### src/rtl/pipeline_hazard_ctrl.sv
// pipeline_hazard_ctrl
//   Hazard/stall controller for a 5-stage in-order pipeline. It resolves
//   load-use hazards (one bubble into ID/EX), multi-cycle multiplies (EX is
//   held for MUL_LAT cycles), data-memory wait states (whole pipe frozen) and
//   taken branches from the accelerated branch unit (IF/ID flushed). It also
//   counts the cycles in which the PC was held.
//
// Ports
//   clk, reset        rising-edge clock, asynchronous active-low reset
//   id_rn, id_rm      source registers of the ID instruction
//   id_use_rn/_rm     the ID instruction really reads that source
//   ex_rd, ex_load    destination register and load flag of the EX instruction
//   id_mul            ID instruction is a multiply
//   id_br_taken       taken branch resolved in ID
//   mem_req/mem_ready MEM access pending / completes this cycle
//   stall_clr         synchronous clear of stall_count
//   *_en              pipeline register enables (PC, IF/ID, ID/EX, EX/MEM, MEM/WB)
//   ifid_flush, idex_bubble, exmem_bubble   load a NOP into that register
//   mul_busy          a multiply is occupying EX
//   stall_count       saturating count of cycles with pc_en = 0
module pipeline_hazard_ctrl #(
  parameter int MUL_LAT = 4,
  parameter int CNT_W   = 32
) (
  input  logic             clk,
  input  logic             reset,
  input  logic [4:0]       id_rn,
  input  logic [4:0]       id_rm,
  input  logic             id_use_rn,
  input  logic             id_use_rm,
  input  logic [4:0]       ex_rd,
  input  logic             ex_load,
  input  logic             id_mul,
  input  logic             id_br_taken,
  input  logic             mem_req,
  input  logic             mem_ready,
  input  logic             stall_clr,
  output logic             pc_en,
  output logic             ifid_en,
  output logic             idex_en,
  output logic             exmem_en,
  output logic             memwb_en,
  output logic             ifid_flush,
  output logic             idex_bubble,
  output logic             exmem_bubble,
  output logic             mul_busy,
  output logic [CNT_W-1:0] stall_count
);

  typedef enum logic {RUN = 1'b0, MUL = 1'b1} state_t;

  localparam logic [3:0] MCNT_LOAD = 4'(MUL_LAT - 1);

  state_t           state_reg, state_next;
  logic [3:0]       mcnt_reg, mcnt_next;
  logic [CNT_W-1:0] stall_count_reg;
  logic             memstall;
  logic             ldhaz;

  assign memstall = mem_req & ~mem_ready;

  // X31 is the zero register: a load targeting it never creates a hazard.
  assign ldhaz = ex_load & (ex_rd != 5'd31) &
                 ((id_use_rn & (id_rn == ex_rd)) | (id_use_rm & (id_rm == ex_rd)));

  always_ff @(posedge clk or negedge reset) begin
    if (!reset) begin
      state_reg <= RUN;
      mcnt_reg  <= 4'd0;
    end else begin
      state_reg <= state_next;
      mcnt_reg  <= mcnt_next;
    end
  end

  always_comb begin
    state_next   = state_reg;
    mcnt_next    = mcnt_reg;
    pc_en        = 1'b1;
    ifid_en      = 1'b1;
    idex_en      = 1'b1;
    exmem_en     = 1'b1;
    memwb_en     = 1'b1;
    ifid_flush   = 1'b0;
    idex_bubble  = 1'b0;
    exmem_bubble = 1'b0;
    if (!reset) begin
      // Outputs stay at the free-running defaults while held in reset.
    end else if (memstall) begin
      // Memory wait freezes everything, including the multiply countdown.
      pc_en    = 1'b0;
      ifid_en  = 1'b0;
      idex_en  = 1'b0;
      exmem_en = 1'b0;
      memwb_en = 1'b0;
    end else begin
      case (state_reg)
        RUN: begin
          if (ldhaz) begin
            // Hold IF/ID; the branch (if any) is re-evaluated next cycle.
            pc_en       = 1'b0;
            ifid_en     = 1'b0;
            idex_bubble = 1'b1;
          end else begin
            ifid_flush = id_br_taken;
            if (id_mul) begin
              state_next = MUL;
              mcnt_next  = MCNT_LOAD;
            end
          end
        end
        MUL: begin
          // Multiply sits in EX; younger stages wait, EX/MEM gets NOPs.
          pc_en        = 1'b0;
          ifid_en      = 1'b0;
          idex_en      = 1'b0;
          exmem_bubble = 1'b1;
          if (mcnt_reg == 4'd1) begin
            state_next = RUN;
            mcnt_next  = 4'd0;
          end else begin
            mcnt_next = mcnt_reg - 4'd1;
          end
        end
        default: begin
          state_next = RUN;
          mcnt_next  = 4'd0;
        end
      endcase
    end
  end

  always_ff @(posedge clk or negedge reset) begin
    if (!reset) begin
      stall_count_reg <= '0;
    end else if (stall_clr) begin
      stall_count_reg <= '0;
    end else if (!pc_en && (stall_count_reg != {CNT_W{1'b1}})) begin
      stall_count_reg <= stall_count_reg + 1'b1;
    end
  end

  assign mul_busy    = (state_reg == MUL);
  assign stall_count = stall_count_reg;

endmodule

### config.mk
export PLATFORM = sky130hd
export DESIGN_NAME = pipeline_hazard_ctrl
export DESIGN_NICKNAME = d
export VERILOG_FILES = /design/src/rtl/pipeline_hazard_ctrl.sv
export SDC_FILE = /design/constraint.sdc
export NUM_CORES = 1
export LEC_CHECK = 0
export ABC_AREA = 1
export CAP_MARGIN = 30
export CORE_MARGIN = 10
export CORE_UTILIZATION = 46
export CTS_CLUSTER_SIZE = 28
export DETAILED_ROUTE_END_ITERATION = 8
export PLACE_DENSITY = 0.77
export RECOVER_POWER = 50
export REMOVE_ABC_BUFFERS = 1
export SETUP_SLACK_MARGIN = 0.15
export SLEW_MARGIN = 10
export SYNTH_ARGS = -nofsm -noshare
export SYNTH_HDL_FRONTEND = slang
export SYNTH_SLANG_ARGS = --single-unit
### constraint.sdc
create_clock -name clk -period 1.7 [get_ports clk]
set_clock_uncertainty 0.1 [all_clocks]
set_input_delay 0.34 -clock clk [delete_from_list [all_inputs] [get_ports clk]]
set_output_delay 0.34 -clock clk [all_outputs]
set_load 0.02 [all_outputs]
==> reports/metrics.csv, run 1 <==
stage,metric,value,unit
cts,cts_sinks,37,
finish,register_area,931,µm²
yosys,synth.cellmix.simpleShare,0.474,
placed_design,dp_hpwl,6.97,mm
floorplan,die_x,99.0,µm
finish,insertedDiodeCount,0,
yosys,synth_warnings,0,
yosys,top_logic_kind,simple AND/OR/NAND/NOR gates,
cts,cts_hold_buffers,0,
finish,final-comb-area,1810,µm²
global_routing,grt_remaining_overflow,0,
yosys,seq_area_frac_synth,0.322,
yosys,ys_sh_mux,0,
yosys,post_synthesis_sequential_element_count,37,
detailed_routing,detailedRoute.firstIterationViolations,219,
finish,share_of_layout_cells_above_drive_strength_1,0.292,
yosys,ff_type,dfrtp_1,
pwr,ir_drop,0.000481,V
job,drv_cap,0,
cts,clk_pin_slew,80,ps
finish,area_growth,45.5,%
sta,post-route-worst-setup-slack,-123,ps
detailed_routing,postRouteWirelength,9.34,mm
floorplan,fp_util,0.479,
status,violations,negative setup slack,
setup_path,start_kind,flop,
setup_path,rr_startpoint,stall_count[1]$_DFFE_PN0P_,
sta,finalCriticalPeriod,1820,ps
finish,largest_register_ffs,32,
global_routing,antenna_found_initial,0,
floorplan,floorplan.die.height,99.0,µm
sta,hold-worst-slack,178,ps
global_routing,grt_pass1_vias,3143,
yosys,yosys.area.top_type,dfrtp_1,
sta,slew_viol_final,0,
finish,finish.net_count,610,
global_routing,globalRouteTotalUtil,0.182,
pwr,power.density,592,nW/µm²
floorplan,floorplan.io_pins,66,
sta,max-slew-margin-rel,0.656,
setup_path,crit_path_end,stall_count[24]$_DFFE_PN0P_,
yosys,aoi_share,0.0174,
detailed_routing,drc_errors,0,
setup_path,path_max_fanout,19,
sta,worstMarginPinSlew,517,ps
floorplan,num_rows,28,
yosys,adder_share,0.0131,
hold_path,worstHoldPathType,in -> async,
status,status,finished with violations,
cts,clk_root_buffer_cell,clkbuf_8,
yosys,ys_area,2870,µm²
sta,finalClockPeriodUsage,1.07,
setup_path,criticalPathCategory,reg -> reg,
floorplan,coreArea,5990,µm²
detailed_routing,detail-route-antenna-nets,0,
pwr,cellLeakagePower,0.00210,µW
yosys,yosysMostFrequentCell,nand2_1,
placed_design,pre_cts_slack,-999,ps
finish,final.fill_count,502,
setup_path,critical_path_required,1790,ps
global_routing,wire_length_of_the_first_global_routing_pass,15.2,mm
yosys,edf_count,0,
yosys,ys_sh_xor,0.0763,
sta,finalSetupViolCount,36,
yosys,postSynthAreaPerCell,6.19,µm²
yosys,synthTopCellsByArea,"dfrtp_1, nand2_1, nor2_1",
yosys,cells_after_synth,464,
setup_path,arrival,1910,ps
floorplan,design.die.area,9800,µm²
yosys,post_synth_instance_area,2870,µm²
global_routing,grt_start_max_net_pins,39,
yosys,async_flop_share,1.00,
sta,timing.setup.tns,-3560,ps
placed_design,place.port_buffers,65,
yosys,yosys.cell_types.count,22,
cts,h-tree-depth,2,
cts,cts_inserted_buffers,5,
setup_path,r2r-end,stall_count[24]$_DFFE_PN0P_,
setup_path,r2r_cells,11,
setup_path,end_kind,flop,
cts,clock_tree_buffer_depth,2,
sta,timing.fmax,0.549,GHz
yosys,synth-cells-yosys,464,
placed_design,place_congestion,0.997,
detailed_routing,drtPass1Iterations,5,
yosys,ys_top_cells_by_count,"nand2_1, nor2_1, inv_1",
detailed_routing,detail_route.vias_per_cell,5.04,
setup_path,critical_path.startpoint,stall_count[1]$_DFFE_PN0P_,
sta,report.final.hold_viol_count,0,
setup_path,r2r_slack,-120,ps
yosys,netlist.area_leader.share,0.322,
job,warnings,28,
sta,rsz0062_at_grt,yes,
cts,cts_tree,yes,
[run 1: through the flow]
stage                     std cells  utilization  cell area, µm²  power, µW
after global routing            658        0.698            4180       2620
after CTS                       655        0.681            4080       2410
after detailed placement        644        0.662            3970       1760
after global placement          644        0.662            3970       1730
final                           658        0.698            4180       2470
after floorplan                 448            -            2770       1360
[run 1: per-layer routing]
metal	up-vias	wire [µm]	GRT usage
met2	78	4620	0.298
met5	-	0	0
li1	1671	-	-
met4	0	186	0.0595
met1	1548	4120	0.236
met3	17	407	0.0328
[run 1: how the worst min path moves through the flow]
stage / start / end / depth (start not counted) / slack [ps]
floorplan: reset / mcnt_reg[0]$_DFFE_PN0P_ / 0 / -60
global placement: mcnt_reg[1]$_DFFE_PN0P_ / mcnt_reg[1]$_DFFE_PN0P_ / 1 / 380
detailed placement: mcnt_reg[1]$_DFFE_PN0P_ / mcnt_reg[1]$_DFFE_PN0P_ / 1 / 380
CTS: reset / stall_count[12]$_DFFE_PN0P_ / 3 / 180
global route: reset / stall_count[15]$_DFFE_PN0P_ / 3 / 210
finish: reset / stall_count[12]$_DFFE_PN0P_ / 3 / 180
[run 1: critical path, cell delays in order, from the launching register on]
cell and delay [ps]:
dfrtp_1 410, ha_4 180, nand2_4 70, nor2_4 130, nand3_2 90, nor2_2 100
nand4_1 130, nand3_4 150, nand2_4 80, buf_12 160, nand2_1 60, nand2_1 50
[run 1: power breakdown]
group,internal (µW),switching [µW],leakage (µW),total [µW]
clock,284,330,0.0000450,614
combinational,373,484,0.00156,857
sequential,942,58.6,0.000499,1000
total,1600,873,0.00210,2470
[run 1: final cells by class]
type                    instances  share of cell area
multi-input cells             364               0.432
repair buffers                127               0.257
flip-flops and latches         37               0.223
inverters                      47              0.0458
well taps                      75              0.0225
clock buffers                   6              0.0174
clock inverters                 2             0.00240
[run 1: cells in the final DEF, fill, tap and decap left out, drive strengths merged]
master,n
a21oi,1
buf,99
clkbuf,14
clkdlybuf4s15,8
clkdlybuf4s50,3
clkinv,2
dfrtp,37
dlygate4sd2,9
ha,3
inv,47
nand2,170
nand3,44
nand4,5
nor2,88
nor3,16
nor3b,3
nor4,1
o21a,2
o21ai,6
xnor2,4
xor2,21
[run 1: logic make-up (layout without fill, tap and decap cells)]
logic type | after synthesis | after routing
compound gates | 9 | 9
simple gates | 327 | 327
flops | 37 | 37
buf+inv | 63 | 182
fa+ha+maj | 3 | 3
xor+xnor | 25 | 25
[run 1: repair_timing]
action | in CTS | in global routing
endpoints found under the setup margin | 78 | 62
buffers inserted | 3 | 2
pin swaps | 38 | 21
cloned | 0 | 1
gates resized | 238 | 61
**Run 1: clock nets**

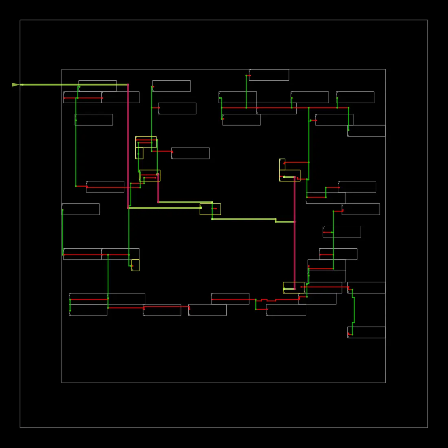
clock network power: 614 µW
CLK BUF: 6
clock insertion delay at the later pin of the skew report: 300 ps

**Run 1: routed metal, one color a layer**

Drawn at 6 px/µm. Only two layers are drawn.
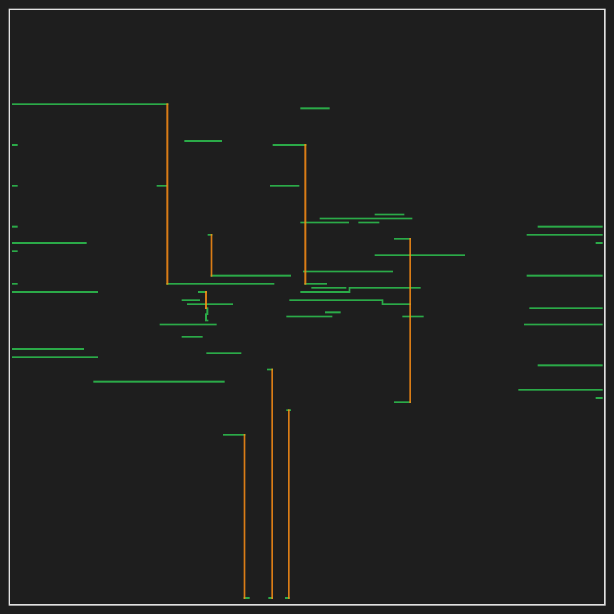
[met3] green | wire length: 407 µm
[met4] orange | wire length: 186 µm
via count: 3,314
WL per Instance: 14.2 µm

**Run 1: metal 2**

Drawn at 4 px/µm.
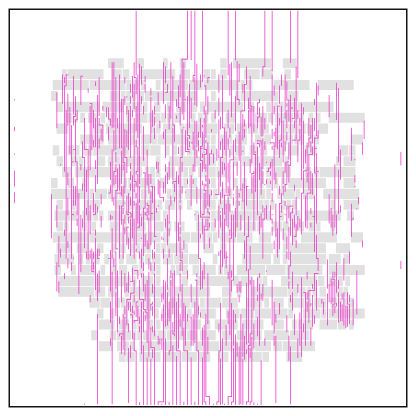
nets with wire on the layer: 488
share of all routed wire: 50%
wire length on this layer: 4,620 µm

**Run 1: close-up of the layout**

Region (64, 64) to (84, 84) µm. Cells in gray, sequential cells in the stronger gray; small squares are vias.
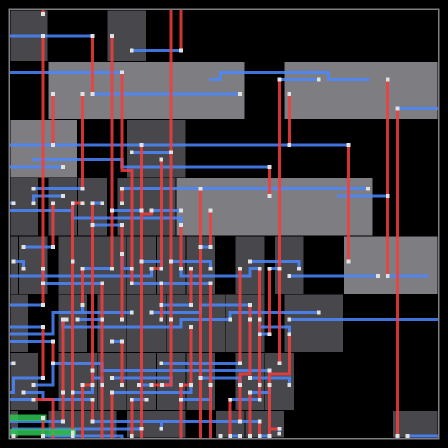

==> run 2, diff against run 1 <==
- CELL_PAD_IN_SITES_DETAIL_PLACEMENT: default -> 1
- CELL_PAD_IN_SITES_GLOBAL_PLACEMENT: default -> 2
- CORE_MARGIN: 10 -> 4
- CORE_UTILIZATION: 46 -> 24
- PLACE_DENSITY: 0.77 -> default
- PLACE_DENSITY_LB_ADDON: default -> 0.1
**Run 2: close-up of the layout**

Region (78, 78) to (98, 98) µm. Cells in gray, sequential cells in the stronger gray; small squares are vias.
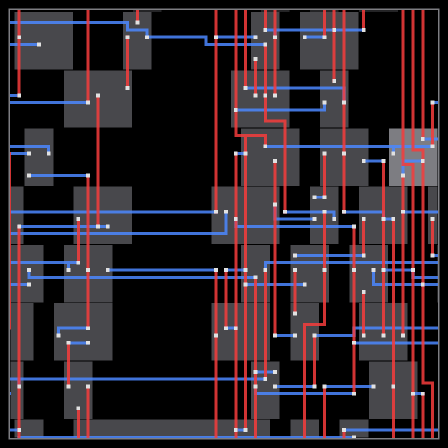
[met1] blue
[met2] red
most frequent: nor2_1 (6), buf_4 (6), nand2_2 (5)
cells with their middle in the window: 26
sequential cells in the window: 0

**Run 2: routed metal, one color a layer**

Drawn at 4 px/µm. Only two layers are drawn.
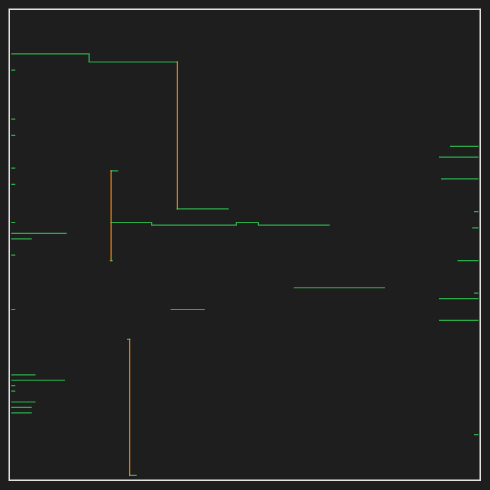
[met3] green | wire length: 260 µm
[met4] orange | wire length: 93.2 µm
total detailed-routing wirelength: 11.5 mm
Total Routing Usage GR: 0.163
WL per Instance: 15.0 µm
via count: 3,422

**Run 2: metal 2**

Drawn at 3 px/µm.
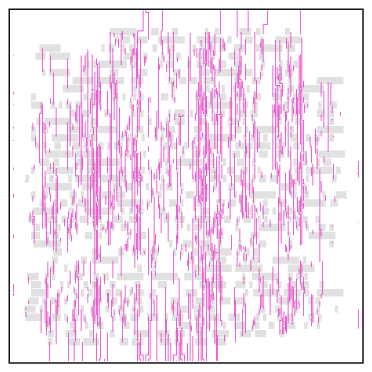
met2 track demand over resource in global routing: 0.267

==> run 2 against run 1 <==
Compared with the run above:
- the flow still finishes with violations (negative setup slack)
- global-route usage decreased by 1.9 points
- cell count up 16%
- total power increased by 26%
- utilization fell by 28 points
- critical path type unchanged
- largest cell class unchanged
==> reports/metrics.csv, run 2 <==
stage,metric,value,unit
sta,finalClockPeriodUsage,1.09,
job,warnings,28,
cts,clock_tree_buffer_depth,2,
yosys,async_flop_share,1.00,
yosys,yosysMostFrequentCell,nand2_1,
placed_design,place_congestion,0.797,
floorplan,coreArea,11600,µm²
detailed_routing,drtPass1Iterations,4,
placed_design,place.port_buffers,65,
yosys,synth_warnings,0,
cts,clock_insertion_delay_at_the_later_pin_of_the_skew_report,290,ps
yosys,seq_area_frac_synth,0.322,
hold_path,worstHoldPathType,in -> async,
job,drv_cap,0,
global_routing,wire_length_of_the_first_global_routing_pass,18.4,mm
yosys,ff_type,dfrtp_1,
detailed_routing,detailedRoute.firstIterationViolations,95,
global_routing,grt_remaining_overflow,0,
finish,layout_top_cell,nand2_1,
detailed_routing,detail-route-antenna-nets,0,
yosys,yosys.area.top_type,dfrtp_1,
finish,share_of_layout_cells_above_drive_strength_1,0.413,
status,status,finished with violations,
finish,largest_register_ffs,32,
setup_path,start_kind,flop,
yosys,post_synthesis_sequential_element_count,37,
yosys,synth-cells-yosys,464,
finish,post-route-util,0.421,
setup_path,r2r_slack,-150,ps
sta,post-route-worst-setup-slack,-154,ps
placed_design,postPlaceCellArea,4270,µm²
yosys,postSynthAreaPerCell,6.19,µm²
floorplan,fp_util,0.248,
pwr,net-switching-power,989,µW
setup_path,arrival,1930,ps
sta,finalCriticalPeriod,1850,ps
floorplan,design.die.area,13800,µm²
yosys,cells_after_synth,464,
sta,max-slew-margin-rel,0.638,
cts,cts_sinks,37,
yosys,netlist.area_leader.share,0.322,
setup_path,criticalPathCategory,reg -> reg,
floorplan,floorplan.io_pins,66,
pwr,internal_power,2120,µW
pwr,clockPowerShare,0.364,
sta,report.final.hold_viol_count,0,
pwr,combinationalPowerShare,0.317,
yosys,ys_top_cells_by_count,"nand2_1, nor2_1, inv_1",
finish,finish.instance_area,4870,µm²
status,violations,negative setup slack,
sta,hold-worst-slack,374,ps
floorplan,die_x,117,µm
cts,clk_pin_slew,60,ps
pwr,power_switching_share,0.319,
pwr,power.density,637,nW/µm²
placed_design,dp_hpwl,8.54,mm
finish,finish.net_count,645,
setup_path,path_max_fanout,7,
sta,worstMarginPinSlew,542,ps
cts,h-tree-depth,2,
cts,cts_inserted_buffers,5,
yosys,edf_count,0,
global_routing,grt_pass1_vias,3631,
global_routing,grt_start_max_net_pins,33,
yosys,post_synth_instance_area,2870,µm²
setup_path,critical_path_required,1770,ps
sta,slew_viol_final,0,
cts,clk_root_buffer_cell,clkbuf_16,
finish,insertedDiodeCount,0,
cts,cts_tree,yes,
sta,rsz0062_at_grt,yes,
yosys,ys_area,2870,µm²
floorplan,num_rows,39,
yosys,synthTopCellsByArea,"dfrtp_1, nand2_1, nor2_1",
sta,timing.setup.tns,-4370,ps
setup_path,end_kind,flop,
yosys,yosys.cell_types.count,22,
placed_design,pre_cts_slack,-1060,ps
pwr,seq_power_share,0.318,
global_routing,antenna_found_initial,0,
sta,timing.fmax,0.539,GHz
floorplan,floorplan.die.height,117,µm
pwr,ir_drop,0.000326,V
pwr,cellLeakagePower,0.00241,µW
sta,finalSetupViolCount,35,
finish,area_growth,69.6,%
detailed_routing,detail_route.vias_per_cell,4.50,
detailed_routing,drc_errors,0,
finish,final_layout_top_logic_cells,"nand2_1, buf_4, nor2_1, nand2_2, nand3_1",
run 2: per-stage QoR:
stage | total power (µW) | cells
detailed placement | 1800 | 738
floorplan | 1360 | 448
global placement | 1780 | 738
finish | 3100 | 761
global route | 3270 | 761
CTS | 3000 | 753
run 2: cell families (layout without fill, tap and decap cells):
group                    Yosys count  in the layout  synth area share
XOR/XNOR                          25             25            0.0763
AND-OR/OR-AND                      9              9            0.0174
buffers and inverters             63            217            0.0967
AND/OR/NAND/NOR                  327            327             0.474
flip-flops                        37             37             0.322
adder cells (fa/ha/maj)            3              3            0.0131
run 2: worst max-delay path, stage by stage (launching register included):
cell	delay, ps
dfrtp_1	360
ha_2	200
nand2_2	80
nor2_4	130
nand3_2	90
nor2_2	90
nand4_1	130
nand3_4	170
nand2_8	100
clkbuf_16	190
nand2_2	50
nand2_1	40
run 2: repair_timing:
item | 4_1_cts | 5_1_grt
hold buffers | 2 | 0
hold endpoints to repair | 25 | 0
pin swaps | 31 | 34
resized | 243 | 134
endpoints found under the setup margin | 78 | 65
cloned | 0 | 3
setup buffers | 5 | 5
run 2: path summary, 6_finish.rpt:
| kind | cells past startpoint | startpoint | endpoint |
|---|---|---|---|
| worst min register to register | 1 | mcnt_reg[1]$_DFFE_PN0P_ | mcnt_reg[1]$_DFFE_PN0P_ |
| max in group asynchronous | 3 | reset | stall_count[0]$_DFFE_PN0P_ |
| worst max-delay path | 11 | stall_count[1]$_DFFE_PN0P_ | stall_count[17]$_DFFE_PN0P_ |
| worst min-delay path | 3 | reset | stall_count[31]$_DFFE_PN0P_ |
| worst max register to register | 11 | stall_count[1]$_DFFE_PN0P_ | stall_count[17]$_DFFE_PN0P_ |
| min in group clk | 1 | mcnt_reg[1]$_DFFE_PN0P_ | mcnt_reg[1]$_DFFE_PN0P_ |
run 2: layout make-up:
| type | count | area (µm²) |
|---|---|---|
| Sequential cell | 37 | 926 |
| Clock inverter | 2 | 37.5 |
| Multi-Input combinational cell | 364 | 2000 |
| Tap cell | 143 | 179 |
| Timing Repair Buffer | 162 | 1390 |
| Inverter | 47 | 199 |
| Clock buffer | 6 | 139 |
| Fill cell | 1465 | 6700 |
run 2: power groups by stage:
stage	clock network, µW	logic, µW	registers, µW
after floorplan	0	326	1030
after global placement	0	786	995
after detailed placement	0	797	999
after CTS	1160	843	989
after global routing	1190	1090	997
final	1130	985	989
run 2: layer usage:
layer,share of wire,global-route usage
met1,0.50,0.228
met5,0,0
met3,0.023,0.0269
met4,0.0081,0.0323
met2,0.47,0.267
Power and IR drop assume default switching activity.
